### Where the registers sit, run 1

Scale bar: 20 um. Other sequential cells in the stronger grey, the rest of the logic in the fainter grey.
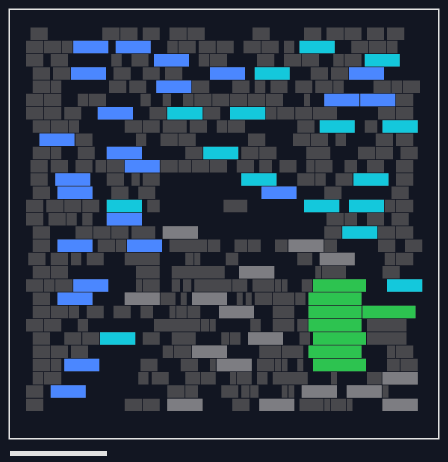
### Nets reached from selected ports, run 1

Scale bar: 20 um.
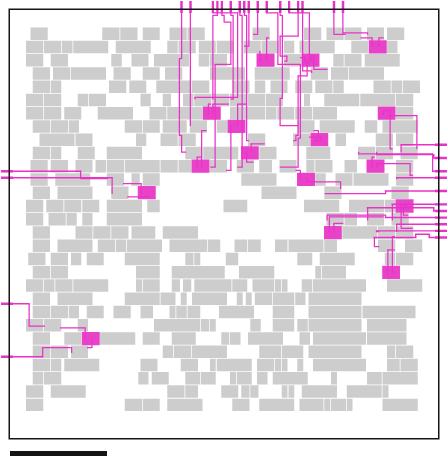
### Wiring by layer, run 1

Two of the layers only.
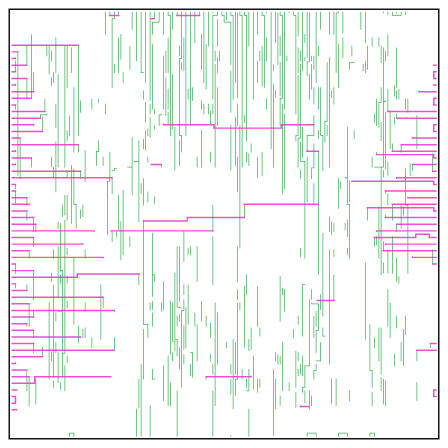
## src/rtl/sdram_arb_pkg.sv

```systemverilog
// sdram_arb_pkg: shared port-index type, FSM states and round-robin selection for sdram_arbiter
package sdram_arb_pkg;
    localparam int MaxPorts = 4;
    typedef logic [1:0] PortIdx;
    typedef enum logic {IDLE, ISSUE} State;
    // First set bit of elig strictly after ptr, wrapping at nports; ptr itself is checked last.
    function automatic PortIdx rr_select(input logic [MaxPorts-1:0] elig, input PortIdx ptr, input int nports);
        PortIdx g;
        PortIdx p;
        g = ptr;
        for (int k = nports; k >= 1; k--) begin
            p = PortIdx'((int'(ptr) + k) % nports);
            if (elig[p]) g = p;
        end
        return g;
    endfunction
endpackage

```

## src/rtl/sdram_arb_tag_fifo.sv

```systemverilog
// sdram_arb_tag_fifo: Depth-entry FIFO of port indices for reads awaiting data
//   clk, rst      clock, synchronous active-high reset
//   push_i/tag_i  enqueue tag (accepted when full if pop_i pops in the same cycle)
//   pop_i         dequeue head (ignored when empty)
//   full_o/empty_o/head_o  status and oldest tag
module sdram_arb_tag_fifo
    import sdram_arb_pkg::*;
#(
    parameter int Depth = 4
) (
    input  logic   clk,
    input  logic   rst,
    input  logic   push_i,
    input  PortIdx tag_i,
    input  logic   pop_i,
    output logic   full_o,
    output logic   empty_o,
    output PortIdx head_o
);
    localparam int PW = $clog2(Depth);
    localparam int CW = PW + 1;
    PortIdx mem_q [Depth];
    logic [PW-1:0] wr_q, rd_q;
    logic [CW-1:0] cnt_q;
    logic do_push, do_pop;
    assign empty_o = cnt_q == '0;
    assign full_o  = cnt_q == CW'(Depth);
    assign do_pop  = pop_i && !empty_o;
    assign do_push = push_i && (!full_o || do_pop);
    assign head_o  = mem_q[rd_q];
    always_ff @(posedge clk) begin
        if (rst) begin
            wr_q  <= '0;
            rd_q  <= '0;
            cnt_q <= '0;
        end else begin
            if (do_push) begin
                mem_q[wr_q] <= tag_i;
                wr_q        <= wr_q + PW'(1);
            end
            if (do_pop) rd_q <= rd_q + PW'(1);
            cnt_q <= cnt_q + CW'(do_push) - CW'(do_pop);
        end
    end
endmodule

```

## src/rtl/sdram_arbiter.sv

```systemverilog
// sdram_arbiter: round-robin sharing of one SDRAM controller command port among NumPorts requesters
//   clk, rst                      clock, synchronous active-high reset
//   portTrigger/portReady         per-port request / combinational one-hot accept
//   portAddr/portWrite/portWriteData  per-port command fields (port i at slice i)
//   portReadData/portReadDataValid    read data broadcast, one-hot owner pulse
//   cmdReady/cmdTrigger/cmdAddr/cmdWrite/cmdWriteData  registered command to controller
//   cmdReadData/cmdReadDataValid      controller read return
//   tagError                      sticky: read data arrived with no outstanding read
// Build option SDRAM_ARB_PRIO0_EN: port 0 has fixed top priority, ports 1..N-1 round-robin.
module sdram_arbiter
    import sdram_arb_pkg::*;
#(
    parameter int NumPorts  = 2,
    parameter int AddrWidth = 23,
    parameter int DataWidth = 16,
    parameter int TagDepth  = 4
) (
    input  logic                          clk,
    input  logic                          rst,
    input  logic [NumPorts-1:0]           portTrigger,
    output logic [NumPorts-1:0]           portReady,
    input  logic [NumPorts*AddrWidth-1:0] portAddr,
    input  logic [NumPorts-1:0]           portWrite,
    input  logic [NumPorts*DataWidth-1:0] portWriteData,
    output logic [DataWidth-1:0]          portReadData,
    output logic [NumPorts-1:0]           portReadDataValid,
    input  logic                          cmdReady,
    output logic                          cmdTrigger,
    output logic [AddrWidth-1:0]          cmdAddr,
    output logic                          cmdWrite,
    output logic [DataWidth-1:0]          cmdWriteData,
    input  logic [DataWidth-1:0]          cmdReadData,
    input  logic                          cmdReadDataValid,
    output logic                          tagError
);
    State state_q, state_d;
    PortIdx rr_q, rr_d, gnt_q, gnt_d, g, head;
    logic trig_q, trig_d, wr_q, wr_d, tag_err_q, push, tag_full, tag_empty, sel_wr;
    logic [AddrWidth-1:0] addr_q, addr_d, sel_addr;
    logic [DataWidth-1:0] data_q, data_d, sel_data;
    logic [NumPorts-1:0] elig;
    // A full tag FIFO only holds back reads; writes never need a tag.
    assign elig = portTrigger & (portWrite | {NumPorts{!tag_full}});
`ifdef SDRAM_ARB_PRIO0_EN
    assign g = elig[0] ? '0 : rr_select(MaxPorts'(elig) & ~MaxPorts'(1), rr_q, NumPorts);
`else
    assign g = rr_select(MaxPorts'(elig), rr_q, NumPorts);
`endif
    always_comb begin
        sel_addr = '0;
        sel_data = '0;
        sel_wr   = 1'b0;
        for (int i = 0; i < NumPorts; i++) begin
            if (int'(g) == i) begin
                sel_addr = portAddr[i*AddrWidth +: AddrWidth];
                sel_data = portWriteData[i*DataWidth +: DataWidth];
                sel_wr   = portWrite[i];
            end
        end
    end
    always_comb begin
        state_d   = state_q;
        rr_d      = rr_q;
        gnt_d     = gnt_q;
        trig_d    = trig_q;
        wr_d      = wr_q;
        addr_d    = addr_q;
        data_d    = data_q;
        portReady = '0;
        push      = 1'b0;
        if (state_q == IDLE) begin
            if (!rst && |elig) begin
                portReady = NumPorts'(1) << g;
                gnt_d     = g;
                addr_d    = sel_addr;
                data_d    = sel_data;
                wr_d      = sel_wr;
                trig_d    = 1'b1;
                state_d   = ISSUE;
`ifdef SDRAM_ARB_PRIO0_EN
                rr_d = (g == '0) ? rr_q : g;
`else
                rr_d = g;
`endif
            end
        end else if (cmdReady) begin
            trig_d  = 1'b0;
            push    = !wr_q;
            state_d = IDLE;
        end
    end
    always_ff @(posedge clk) begin
        if (rst) begin
            state_q   <= IDLE;
            rr_q      <= PortIdx'(NumPorts - 1);
            gnt_q     <= '0;
            trig_q    <= 1'b0;
            wr_q      <= 1'b0;
            addr_q    <= '0;
            data_q    <= '0;
            tag_err_q <= 1'b0;
        end else begin
            state_q <= state_d;
            rr_q    <= rr_d;
            gnt_q   <= gnt_d;
            trig_q  <= trig_d;
            wr_q    <= wr_d;
            addr_q  <= addr_d;
            data_q  <= data_d;
            if (cmdReadDataValid && tag_empty) tag_err_q <= 1'b1;
        end
    end
    sdram_arb_tag_fifo #(.Depth(TagDepth)) u_tags (
        .clk    (clk),
        .rst    (rst),
        .push_i (push),
        .tag_i  (gnt_q),
        .pop_i  (cmdReadDataValid),
        .full_o (tag_full),
        .empty_o(tag_empty),
        .head_o (head)
    );
    assign cmdTrigger        = trig_q;
    assign cmdAddr           = addr_q;
    assign cmdWrite          = wr_q;
    assign cmdWriteData      = data_q;
    assign tagError          = tag_err_q;
    assign portReadData      = cmdReadData;
    assign portReadDataValid = (cmdReadDataValid && !tag_empty) ? NumPorts'(1) << head : '0;
endmodule
```

## config.mk

```make
export PLATFORM = sky130hd
export DESIGN_NAME = sdram_arbiter
export DESIGN_NICKNAME = d
export VERILOG_FILES = /design/src/rtl/sdram_arb_pkg.sv /design/src/rtl/sdram_arb_tag_fifo.sv /design/src/rtl/sdram_arbiter.sv
export SDC_FILE = /design/constraint.sdc
export NUM_CORES = 1
export LEC_CHECK = 0
export CORE_MARGIN = 3
export CORE_UTILIZATION = 40
export DETAILED_ROUTE_END_ITERATION = 8
export PLACE_DENSITY_LB_ADDON = 0.1
export SETUP_SLACK_MARGIN = 0.02
export SYNTH_ARGS = -nofsm -noshare
export SYNTH_HDL_FRONTEND = slang
export SYNTH_SLANG_ARGS = --single-unit
```

## constraint.sdc

```tcl
create_clock -name clk -period 3.2 [get_ports clk]
set_input_delay 0.64 -clock clk [delete_from_list [all_inputs] [get_ports clk]]
set_output_delay 0.64 -clock clk [all_outputs]
set_load 0.03 [all_outputs]
```

==> impl_metrics.json, run 1 <==
{
  "yosysMostFrequentCell": "sky130_fd_sc_hd__dfxtp_1",
  "cts_setup_buffers": 0,
  "endpoint_kind": "output port",
  "timing.critical_path.cells": "clkdlybuf4s50_1 -> nand2b_1 -> nor3b_1 -> clkdlybuf4s50_1",
  "postLayoutCellArea_mm2": 0.00414,
  "worstSetupEndpoint": "portReadDataValid[1]",
  "area_after_detailed_placement_mm2": 0.00396,
  "yosysTopAreaCell": "sky130_fd_sc_hd__dfxtp_1",
  "synth_flop_count": 63,
  "area.growth.synth_to_final_pct": 54.6,
  "ys_async_sr_fraction_pct": 0,
  "via_count_of_the_first_global_routing_pass": 2225,
  "ant_nets": 0,
  "worst_slew_pin_slew_ns": 0.521,
  "fp.dieH_um": 87.8,
  "post_synth_edffs": 8,
  "openroad.warnings": 29,
  "gp_congestion": 0.697,
  "finalHoldWorstSlack_ns": 0.473,
  "critical-path-slowest-cell": "sky130_fd_sc_hd__clkdlybuf4s50_1",
  "power_per_cell_area_mw_per_mm2": 596,
  "mi_logic_area_mm2": 0.00114,
  "layout.filler_cells": 531,
  "gr-total-overflow": 0,
  "reg2reg_depth": 5,
  "cts_inserted_buffers": 9,
  "worstSetupStartpoint": "cmdReadDataValid",
  "first_pass_grt_wire_length_mm": 10.6,
  "setup_violations": 0,
  "insertion_delay_ns": 0.33,
  "layout_worst_path_cycle_share_pct": 87.9,
  "ys_cells": 237,
  "timing.critical_path.fanout_max": 3,
  "timing.rr.start": "u_tags.cnt_q[1]$_SDFF_PP0_",
  "worst-path-stages": 4,
  "core_area_mm2": 0.00642,
  "fin_total_pwr_mw": 2.47,
  "total_negative_setup_slacks_ns": 0,
  "htree_levels": 3,
  "finalClockSkew_ns": 0.00467,
  "post_synth_num_cell_types": 33,
  "yosysWarningCount": 0,
  "syn_area_mm2": 0.00268,
  "status": "completed",
  "die_span_in_x_um": 87.8,
  "hold_buffer_count_at_cts": 0,
  "dp.final_hpwl_mm": 4.75,
  "reg2reg_slack_ns": 1.05,
  "worst-endpoint-required_ns": 2.56,
  "ctsResizeCount": 0,
  "first_pass_iters": 4,
  "cts.reportedPaths.clkPinSlew_ns": 0.07,
  "cp_launch_type": "primary input",
  "crit_buf_inv": 2,
  "std_cell_rows": 29,
  "finalHoldViolations": 0,
  "grt_start_max_net_pins": 42,
  "postLayoutSetupSlackWorst_ns": 0.388,
  "die_area_mm2": 0.00771,
  "r2r-end": "cmdWriteData[8]$_SDFFE_PP0P_",
  "placement.setup.worst_slack_ns": 0.395,
  "yosys-stat-area_mm2": 0.00268,
  "final_max_slew_viol_count": 0,
  "synth_seq_share_pct": 50.1,
  "min_period_ns": 2.81,
  "synthesis.nets": 346,
  "netlist_top_cells_area": "sky130_fd_sc_hd__dfxtp_1 41%, sky130_fd_sc_hd__a221o_1 15%, sky130_fd_sc_hd__edfxtp_1 9.0%",
  "finalNetCount": 462,
  "synth.top_cell.area_share_pct": 41.1,
  "number_of_antenna_violations_at_the_first_check_in_global_routing": 0,
  "arrival_ns": 2.17,
  "cpLargestDelayFamily": "buffers and inverters",
  "final-instance-count-excl-fill": 435,
  "rsz_0062_raised_after_global_routing": "false",
  "detail_route.drc_violations": 0,
  "worst_hold_path_type": "reg2reg",
  "critPathMaxStageDelay_ns": 0.70,
  "critPathMostFrequentCell": "sky130_fd_sc_hd__clkdlybuf4s50_1",
  "critical_path_class": "in2out",
  "tritoncts": "done",
  "synth_cells": 237,
  "maxcap_viol_count": 0,
  "number_of_placed_cells_counting_well_taps": 419,
  "power_leakage_nw": 1.61,
  "maxClockFrequency_mhz": 356
}
About 'Where the registers sit':
[cyan] `cmdWriteData` | placed flops: 16
[green] `u_tags.mem_q` | placed flops: 8 | where: south-east
[blue] `cmdAddr` | placed flops: 23
not coloured: 16
total area of sequential cells: 0.00134 mm^2
proportion of cell area occupied by registers: 32.4%
power dissipated in sequential cells: 1.00 mW

About 'Nets reached from selected ports':
[magenta] `portWriteData` | bits: 32 | direction: input | edge: 17 north, 11 east, 4 west | end cells: 16 | buffers: 32 | wire: 807 um
count of buffers inserted at the top-level ports: 131
number of top-level pins: 164

About 'Wiring by layer':
[magenta] met3 | wire length: 685 um
[green] met2 | wire length: 2940 um
WL/cell: 15.5 um
GRT Resource Usage Total: 18.0%
wire length after detailed routing: 6.73 mm
total vias in the final route: 2190

## run 1: tightest hold or removal path, stage by stage, from the launching register on
cell	delay (ns)
sky130_fd_sc_hd__dfxtp_1	0.32
sky130_fd_sc_hd__nand2_1	0.05
sky130_fd_sc_hd__a21oi_1	0.05
## run 1: layout by cell type (no fill, tap or decap), drive strengths merged
master / count
nor3: 3
inv: 7
nand2b: 1
a22oi: 1
or4b: 2
nor4: 1
and2: 45
clkdlybuf4s50: 129
dfxtp: 55
edfxtp: 8
nand3: 2
a31oi: 2
nor2: 9
a221oi: 2
a21oi: 3
a21o: 1
nor3b: 1
clkinv: 4
nand2: 3
clkbuf: 11
buf: 7
xor2: 2
mux2i: 1
xnor2: 3
a221o: 40
nor2b: 3
nor4b: 1
mux4: 2
a211oi: 1
bufinv: 1
fa: 1
ha: 6
## run 1: kinds of logic after synthesis
logic type	Yosys count	share of synthesized area [%]
buffers and inverters	38	8.04
AOI/OAI and AO/OA	50	18.6
and+or+nand+nor	71	16.0
DFF	63	50.1
muxes	3	2.06
adders and majority gates	7	3.55
xor gates and xnor gates	5	1.64
## run 1: state kept, by name (all words and copies together) (netlist names), named ones only
name	flops
cmdAddr	23
cmdWriteData	16
u_tags.mem_q	8
u_tags.cnt_q	3
rr_q	2
u_tags.rd_q	2
u_tags.wr_q	2
cmdTrigger	1
cmdWrite	1
gnt_q	1
state_q	1
tagError	1
## run 1: cell type report
type / instances / share of cell area (%)
multi-input combinational: 136 / 27.5
clock buffer: 11 / 3.17
tap: 77 / 2.33
sequential: 63 / 32.4
clock inverter: 5 / 1.18
inverter: 7 / 0.635
timing repair buffer: 136 / 32.8
## run 1: report_power, final
group	internal (mW)	switching [mW]
Clock	0.354	0.297
Combinational	0.413	0.399
Sequential	0.923	0.0818
Total	1.69	0.778
## run 1: worst min path at each step
stage                     slack [ns]               startpoint                           end  cells after the start
after global routing            0.52  cmdTrigger$_SDFFE_PP0P_       cmdTrigger$_SDFFE_PP0P_                      2
final                           0.47  cmdTrigger$_SDFFE_PP0P_       cmdTrigger$_SDFFE_PP0P_                      2
after floorplan                 0.45     rr_q[1]$_SDFFE_PP0P_  u_tags.mem_q[0][1]$_DFFE_PP_                      0
after CTS                       0.48  cmdTrigger$_SDFFE_PP0P_       cmdTrigger$_SDFFE_PP0P_                      2
after detailed placement        0.47  cmdTrigger$_SDFFE_PP0P_       cmdTrigger$_SDFFE_PP0P_                      2
after global placement          0.45    tagError$_SDFFE_PP0P_         tagError$_SDFFE_PP0P_                      2
## run 1: layer usage
layer	GRT usage [%]	wire, um	vias up
met1	23.2	3010	999
met2	25.4	2940	95
met3	8.65	685	10
li1	-	-	1086
met5	0	0	-
met4	8.37	91	0
==> run 2: changes to the inputs <==
Settings changed: CORE_ASPECT_RATIO set to 0.7.
==> impl_metrics.json, run 2 <==
{
  "power.ir.vdd_worst_mv": 0.290,
  "final-instance-count-excl-fill": 450,
  "total_vias_in_the_final_route": 2202,
  "cts.reportedPaths.clkPinSlew_ns": 0.07,
  "postLayoutSetupSlackWorst_ns": 0.339,
  "post_synth_num_cell_types": 33,
  "ctsResizeCount": 0,
  "layout_worst_path_cycle_share_pct": 89.4,
  "gp_congestion": 0.751,
  "max_ffs_per_register": 23,
  "worst_hold_path_type": "reg2reg",
  "synth_cells": 237,
  "syn_area_mm2": 0.00268,
  "wire_per_inst_um": 15.8,
  "tritoncts": "done",
  "total_negative_setup_slacks_ns": 0,
  "post_synth_edffs": 8,
  "area.growth.synth_to_final_pct": 56.1,
  "timing.critical_path.cells": "clkdlybuf4s50_1 -> nand2b_1 -> nor3b_1 -> clkdlybuf4s50_1",
  "cp_launch_type": "primary input",
  "setup_violations": 0,
  "cts_setup_buffers": 0,
  "first_pass_iters": 4,
  "ys_cells": 237,
  "die_area_mm2": 0.00773,
  "mostFrequentLayoutCells": "129 x sky130_fd_sc_hd__clkdlybuf4s50_1, 55 x sky130_fd_sc_hd__dfxtp_1, 40 x sky130_fd_sc_hd__a221o_1, 38 x sky130_fd_sc_hd__and2_1, 11 x sky130_fd_sc_hd__clkbuf_8",
  "htree_levels": 3,
  "portBuffers": 131,
  "synth_flop_count": 63,
  "endpoint_kind": "output port",
  "ant_nets": 0,
  "pin_count": 164,
  "core_area_mm2": 0.00637,
  "worst_slew_pin_slew_ns": 0.516,
  "critical-path-slowest-cell": "sky130_fd_sc_hd__clkdlybuf4s50_1",
  "openroad.warnings": 29,
  "finalHoldViolations": 0,
  "worst-endpoint-required_ns": 2.56,
  "number_of_placed_cells_counting_well_taps": 434,
  "critPathMostFrequentCell": "sky130_fd_sc_hd__clkdlybuf4s50_1",
  "timing.critical_path.fanout_max": 3,
  "yosys-stat-area_mm2": 0.00268,
  "hold_buffer_count_at_cts": 0,
  "final_max_slew_viol_count": 0,
  "detail_route.drc_violations": 0,
  "drtIter0Drc": 106,
  "placement.setup.worst_slack_ns": 0.328,
  "maxClockFrequency_mhz": 349,
  "synth.top_cell.area_share_pct": 41.1,
  "gr-total-overflow": 0,
  "grt_start_max_net_pins": 42,
  "synth_seq_share_pct": 50.1,
  "post_synth_most_frequent_cells": "55 x sky130_fd_sc_hd__dfxtp_1, 40 x sky130_fd_sc_hd__a221o_1, 38 x sky130_fd_sc_hd__and2_1, 16 x sky130_fd_sc_hd__buf_4, 9 x sky130_fd_sc_hd__nor2_1",
  "status": "completed",
  "yosysMostFrequentCell": "sky130_fd_sc_hd__dfxtp_1",
  "dp.final_hpwl_mm": 5.22,
  "finalClockSkew_ns": 0.00674,
  "synthesis.nets": 346,
  "insertion_delay_ns": 0.33,
  "fp.dieH_um": 74.5,
  "finalNetCount": 463,
  "grt_usage_pct": 18.1,
  "critical_path_class": "in2out",
  "maximum_clock_path_buffer_count": 2,
  "crit_buf_inv": 2,
  "via_count_of_the_first_global_routing_pass": 2171,
  "arrival_ns": 2.22,
  "rsz_0062_raised_after_global_routing": "false",
  "mostFrequentLayoutCell": "sky130_fd_sc_hd__clkdlybuf4s50_1",
  "finalHoldWorstSlack_ns": 0.467,
  "number_of_antenna_violations_at_the_first_check_in_global_routing": 0,
  "cpLargestDelayFamily": "buffers and inverters",
  "die_span_in_x_um": 104,
  "yosysTopAreaCell": "sky130_fd_sc_hd__dfxtp_1",
  "drt_wl_total_mm": 7.12,
  "power_leakage_nw": 1.63,
  "cts_inserted_buffers": 9,
  "yosysWarningCount": 0,
  "yosys_most_used_dff": "sky130_fd_sc_hd__dfxtp_1",
  "critPathMaxStageDelay_ns": 0.70,
  "min_period_ns": 2.86,
  "power_per_cell_area_mw_per_mm2": 604,
  "maxcap_viol_count": 0,
  "netlist_top_cells_area": "sky130_fd_sc_hd__dfxtp_1 41%, sky130_fd_sc_hd__a221o_1 15%, sky130_fd_sc_hd__edfxtp_1 9.0%",
  "first_pass_grt_wire_length_mm": 10.9,
  "std_cell_rows": 24,
  "ys_async_sr_fraction_pct": 0
}
## run 2: cell types whose count changed in the layout (fill, tap and decap cells not counted), sizes merged
cell,delta
buf,+1
clkinvlp,+1
clkinv,-1
## run 2: worst reg2reg max path: cells and delay by family, from the launching register on
| family | cells | cell delay, ns |
|---|---|---|
| xor+xnor | 1 | 0.16 |
| fa+ha+maj | 3 | 0.81 |
| buf+inv | 3 | 0.21 |
| flops | 1 | 0.38 |
| simple gates | 3 | 0.50 |
## run 2: metal layers
metal	GRT usage (%)	vias up	wire length, um
met5	0	-	0
met4	6.19	0	95
met3	7.11	16	615
met2	29.3	93	3360
met1	22.5	1006	3050
li1	-	1087	-
## run 2: final timing paths
kind                                    from                    endpoint  slack, ns  cells past startpoint
hold / removal       cmdTrigger$_SDFFE_PP0P_     cmdTrigger$_SDFFE_PP0P_       0.47                      2
hold reg to reg      cmdTrigger$_SDFFE_PP0P_     cmdTrigger$_SDFFE_PP0P_       0.47                      2
setup / recovery            cmdReadDataValid        portReadDataValid[1]       0.34                      4
setup reg to reg  u_tags.cnt_q[1]$_SDFF_PP0_  u_tags.cnt_q[2]$_SDFF_PP0_       1.02                     10
## run 2: cell families (layout without fill, tap and decap cells)
| kind of cell | after synthesis | in the layout | synth area share [%] |
|---|---|---|---|
| fa+ha+maj | 7 | 7 | 3.55 |
| mux | 3 | 3 | 2.06 |
| simple gates | 71 | 71 | 16.0 |
| compound gates | 50 | 50 | 18.6 |
| xor+xnor | 5 | 5 | 1.64 |
| flops | 63 | 63 | 50.1 |
| buf+inv | 38 | 160 | 8.04 |
## run 2: per-stage QoR
step	instance area, um^2	power [mW]
after global routing	4180	2.66
after global placement	3970	1.84
final	4180	2.53
after CTS	4180	2.56
after floorplan	2680	1.51
after detailed placement	3970	1.85
## run 2: final cells by class
cell class | instances | area [um^2]
clock buffers | 11 | 151
clock inverters | 5 | 56.3
fillers | 540 | 2190
inverters | 7 | 26.3
multi-input cells | 136 | 1140
flip-flops and latches | 63 | 1340
well taps | 91 | 114
repair buffers | 137 | 1350
## run 2: power breakdown
group	internal (mW)	switching, mW	total [mW]
clock	0.401	0.299	0.700
combinational	0.411	0.410	0.821
sequential	0.923	0.0815	1.00
### Where the registers sit, run 2

Scale bar: 20 um. Other sequential cells in the stronger grey, the rest of the logic in the fainter grey.
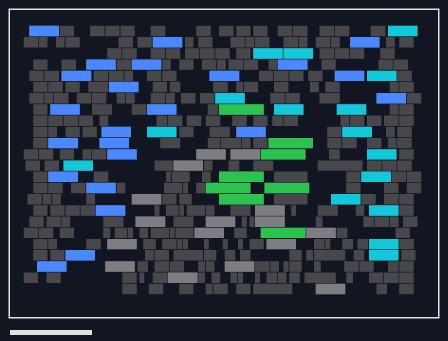
[blue] `cmdAddr` | placed flops: 23
[cyan] `cmdWriteData` | placed flops: 16
[green] `u_tags.mem_q` | placed flops: 8 | where: centre
not coloured: 16
proportion of cell area occupied by registers: 32.1%
core occupancy in the finished layout: 65.6%

No activity file was given, so power comes from the tool's default toggle rates.
